### config.mk
export PLATFORM = sky130hd
export DESIGN_NAME = led_status_engine
export DESIGN_NICKNAME = d
export VERILOG_FILES = /design/src/rtl/led_status_engine.sv
export SDC_FILE = /design/constraint.sdc
export NUM_CORES = 1
export LEC_CHECK = 0
export CORE_UTILIZATION = 64
export CTS_BUF_LIST = sky130_fd_sc_hd__clkbuf_4 sky130_fd_sc_hd__clkbuf_8 sky130_fd_sc_hd__clkbuf_16
export DETAILED_ROUTE_END_ITERATION = 7
export GPL_ROUTABILITY_DRIVEN = 0
export GPL_TIMING_DRIVEN = 0
export PLACE_DENSITY = 0.85
export SYNTH_ARGS = -nofsm -noshare
export SYNTH_HDL_FRONTEND = slang
export SYNTH_SLANG_ARGS = --single-unit
### constraint.sdc
create_clock -name clock -period 8.35 [get_ports clock]
set_input_delay 0.835 -clock clock [delete_from_list [all_inputs] [get_ports clock]]
set_output_delay 0.835 -clock clock [all_outputs]
set_load 0.01 [all_outputs]
### src/rtl/led_status_engine.sv
// Front-panel LED driver: per-channel level/blink/flash/cylon modes with global PWM dimming
// and an error override that replaces every output with an alternating blink pattern.
module led_status_engine #(
    parameter int NUM_LEDS       = 16,
    parameter int BLINK_DIV_BITS = 21,
    parameter int FLASH_ON       = 4000000,
    parameter int FLASH_OFF      = 2000000,
    parameter int CYLON_DIV_BITS = 20,
    parameter int PWM_BITS       = 4
) (
    input  logic                        clock,
    input  logic                        reset,
    input  logic [2*NUM_LEDS-1:0]       mode_i,
    input  logic [NUM_LEDS-1:0]         level_i,
    input  logic [NUM_LEDS-1:0]         event_i,
    input  logic [PWM_BITS-1:0]         brightness_i,
    input  logic                        err_i,
    output logic                        blink_o,
    output logic [$clog2(NUM_LEDS)-1:0] cylon_pos_o,
    output logic [NUM_LEDS-1:0]         led_o
);

    // Flash FSM, one per channel:
    //   state | meaning
    //   IDLE  | dark, waiting for an event
    //   ON    | lit for FLASH_ON cycles, events ignored
    //   OFF   | dark for FLASH_OFF cycles, events latched into pending
    typedef enum logic [1:0] {
        S_IDLE = 2'd0,
        S_ON   = 2'd1,
        S_OFF  = 2'd2
    } flash_state_t;

    localparam int POS_W  = $clog2(NUM_LEDS);
    localparam int FMAX   = (FLASH_ON > FLASH_OFF) ? FLASH_ON : FLASH_OFF;
    localparam int FCNT_W = (FMAX > 1) ? $clog2(FMAX) : 1;

    localparam logic [POS_W-1:0]  POS_MAX  = POS_W'(NUM_LEDS - 1);
    localparam logic [POS_W-1:0]  POS_ONE  = POS_W'(1);
    localparam logic [FCNT_W-1:0] ON_LOAD  = FCNT_W'(FLASH_ON - 1);
    localparam logic [FCNT_W-1:0] OFF_LOAD = FCNT_W'(FLASH_OFF - 1);

    logic [BLINK_DIV_BITS-1:0] r_blink_cnt;
    logic                      r_blink;
    logic [CYLON_DIV_BITS-1:0] r_cyl_pre;
    logic [POS_W-1:0]          r_pos;
    logic                      r_dir_up;
    logic [PWM_BITS-1:0]       r_pwm_cnt;
    logic [NUM_LEDS-1:0]       r_led;

    flash_state_t        r_state     [NUM_LEDS];
    flash_state_t        w_state_nxt [NUM_LEDS];
    logic [FCNT_W-1:0]   r_fcnt      [NUM_LEDS];
    logic [FCNT_W-1:0]   w_fcnt_nxt  [NUM_LEDS];
    logic [NUM_LEDS-1:0] r_pend;
    logic [NUM_LEDS-1:0] w_pend_nxt;

    logic                w_pwm_en;
    logic [NUM_LEDS-1:0] w_flash;
    logic [NUM_LEDS-1:0] w_raw;
    logic [NUM_LEDS-1:0] w_led_nxt;

    assign blink_o     = r_blink;
    assign cylon_pos_o = r_pos;
    assign led_o       = r_led;
    assign w_pwm_en    = (&brightness_i) | (r_pwm_cnt < brightness_i);

    always_comb begin
        for (int i = 0; i < NUM_LEDS; i++) begin
            w_state_nxt[i] = r_state[i];
            w_fcnt_nxt[i]  = r_fcnt[i];
            w_pend_nxt[i]  = r_pend[i];
            case (r_state[i])
                S_IDLE: begin
                    if (event_i[i]) begin
                        w_state_nxt[i] = S_ON;
                        w_fcnt_nxt[i]  = ON_LOAD;
                    end
                end
                S_ON: begin
                    if (r_fcnt[i] == '0) begin
                        w_state_nxt[i] = S_OFF;
                        w_fcnt_nxt[i]  = OFF_LOAD;
                    end else begin
                        w_fcnt_nxt[i] = r_fcnt[i] - 1'b1;
                    end
                end
                S_OFF: begin
                    if (r_fcnt[i] == '0) begin
                        // An event arriving on the final dark cycle counts as pending.
                        w_state_nxt[i] = (r_pend[i] | event_i[i]) ? S_ON : S_IDLE;
                        w_fcnt_nxt[i]  = (r_pend[i] | event_i[i]) ? ON_LOAD : '0;
                        w_pend_nxt[i]  = 1'b0;
                    end else begin
                        w_fcnt_nxt[i] = r_fcnt[i] - 1'b1;
                        if (event_i[i]) begin
                            w_pend_nxt[i] = 1'b1;
                        end
                    end
                end
                default: begin
                    w_state_nxt[i] = S_IDLE;
                    w_fcnt_nxt[i]  = '0;
                    w_pend_nxt[i]  = 1'b0;
                end
            endcase
        end
    end

    always_comb begin
        w_flash   = '0;
        w_raw     = '0;
        w_led_nxt = '0;
        for (int i = 0; i < NUM_LEDS; i++) begin
            w_flash[i] = (w_state_nxt[i] == S_ON);
            case (mode_i[2*i +: 2])
                2'd0:    w_raw[i] = level_i[i];
                2'd1:    w_raw[i] = level_i[i] & r_blink;
                2'd2:    w_raw[i] = w_flash[i];
                default: w_raw[i] = (r_pos == POS_W'(i));
            endcase
            w_led_nxt[i] = err_i ? (r_blink ^ ((i % 2) == 1)) : (w_raw[i] & w_pwm_en);
        end
    end

    always_ff @(posedge clock) begin
        if (reset) begin
            r_blink_cnt <= '0;
            r_blink     <= 1'b0;
            r_cyl_pre   <= '0;
            r_pos       <= '0;
            r_dir_up    <= 1'b1;
            r_pwm_cnt   <= '0;
            r_pend      <= '0;
            r_led       <= '0;
            for (int i = 0; i < NUM_LEDS; i++) begin
                r_state[i] <= S_IDLE;
                r_fcnt[i]  <= '0;
            end
        end else begin
            r_blink_cnt <= r_blink_cnt + 1'b1;
            if (&r_blink_cnt) begin
                r_blink <= ~r_blink;
            end
            r_cyl_pre <= r_cyl_pre + 1'b1;
            // Bounce without dwelling on the endpoints: flip direction as the end is reached.
            if (&r_cyl_pre) begin
                if (r_dir_up) begin
                    r_pos <= r_pos + 1'b1;
                    if (r_pos == POS_MAX - 1'b1) begin
                        r_dir_up <= 1'b0;
                    end
                end else begin
                    r_pos <= r_pos - 1'b1;
                    if (r_pos == POS_ONE) begin
                        r_dir_up <= 1'b1;
                    end
                end
            end
            r_pwm_cnt <= r_pwm_cnt + 1'b1;
            r_pend    <= w_pend_nxt;
            r_led     <= w_led_nxt;
            for (int i = 0; i < NUM_LEDS; i++) begin
                r_state[i] <= w_state_nxt[i];
                r_fcnt[i]  <= w_fcnt_nxt[i];
            end
        end
    end

endmodule
Routing congestion:
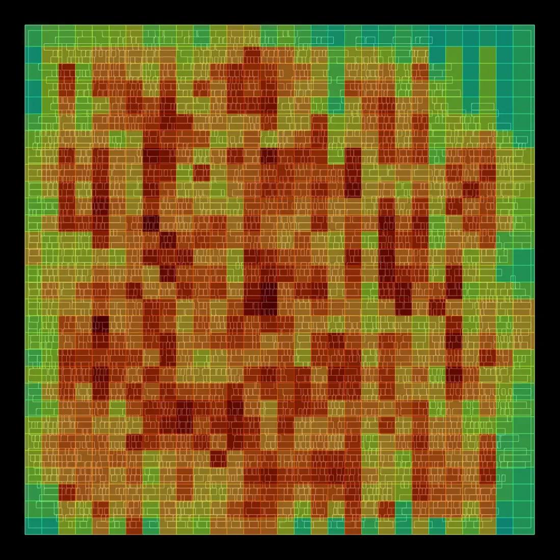
GR peak layer: met2
GR Util met2: 58.5%
met1 Use GR: 51.1%
M3 GR Usage: 7.21%

==> flow_metrics.tcl <==
# collected from the flow reports
set metrics [dict create \
    muxShareOfSynthArea_pct 0.763 \
    fin_crit_sh_pct 56.4 \
    crit_buf_inv 5 \
    comb_share_pct 54.8 \
    synth_cell_types 94 \
    synth.net_count 3774 \
    reg2reg_to "led_o[8]" \
    final_cell_mix "dfxtp_1 (467), nor2_1 (436), o21ai_0 (331)" \
    cp.required_ns 8.86 \
    htree_levels 2 \
    warnings 36 \
    cp.depth 7 \
    pg_seq_mw 2.60 \
    path_max_fanout 10 \
    arrival_ns 5.22 \
    clock_path_buffers 3 \
    worstSetupEndpointType "flop" \
    die_w_um 209 \
    clock_sinks 467 \
    fp_util_pct 65.2 \
    numCtsBuffers 52 \
    synthTopCellsByArea "dfxtp_1 (34%), o21ai_0 (6.0%), nor2_1 (6.0%), a21oi_1 (5.8%), nand2_1 (4.4%)" \
    top_layer_used "met4" \
    path_cells "clkbuf_1 > inv_1 > clkbuf_1 > clkbuf_1 > clkbuf_1 > nand2_1 > o21ai_0" \
    holdCritPathClass "flop to flop" \
    synth_async_sr_flop_share_pct 0 \
    seq_area_um2 9350 \
    powerComb_mw 1.38 \
    drv_cap 0 \
    min_delay_path_depth 1 \
    postSynthCellCount 3670 \
    synth.top_cell.area_share_pct 34.1 \
    wl_met2_um 37400 \
    wl_met3_um 9720 \
    top_cells_by_count "dfxtp_1 (467), nor2_1 (436), o21ai_0 (331)" \
    vias_per_cell 6.71 \
    edf_count 0 \
    rsz0062_at_grt "false" \
    grt_pass1_vias 26100 \
    ys_sh_xor_pct 5.82 \
    die_h_um 209 \
    logic_gate_count 2902 \
    synth.most_common_cell "dfxtp_1" \
    synthSimpleGateAreaFrac_pct 28.4 \
    largest_area_cell "dfxtp_1" \
    status "finished clean" \
    drc_errors 0 \
    top_register "r_fcnt" \
    wl_um 87100 \
    final_util_pct 73.2 \
    dr.pass1.iters 8 \
    final-nonclk-buf-share_pct 5.38 \
    stdcell_count 4391 \
    core_um2 42000 \
    whs_ns 0.450 \
    finalHoldViolations 0 \
    lay_top_count "dfxtp_1" \
    clkPwrFrac_pct 38.3 \
    cts_resized 0 \
    slew_viol_final 0 \
    power.density_nw_per_um2 210 \
    reg2regPathDepth 9 \
    synth_area_um2 27400 \
    r2r_start "r_fcnt[1][0]" \
    crit_slowest_cell "clkbuf_1" \
    dp_hpwl_um 58800 \
    dpl-instance-area_um2 28900 \
    critPathTopFamily "buffers and inverters" \
    p_switching_mw 2.03 \
    relSlewSlack_pct 3.42 \
    pre_cts_ws_ns 3.28 \
    antenna_found_initial 1 \
    nNonClkBuffers 286 \
    ff_type "dfxtp_1" \
    grt_pass1_wl_um 137000 \
    hp-start "r_blink_cnt[0]" \
    path_class "input port to flop" \
    grt_overflow 0 \
    grt_max_degree 14 \
    antenna_left 0 \
    start_kind "input port" \
]
Clock wires, drivers and flops:
(1.5 px per µm)
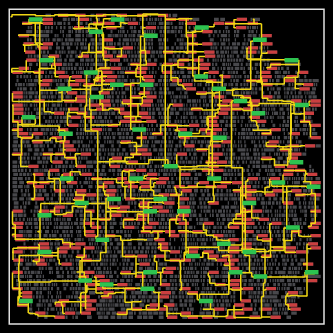
[clock wires] yellow | length: 6060 µm
[clock-net drivers] green | count: 52
[flip-flops] red | count: 467
flops lie: widely spread

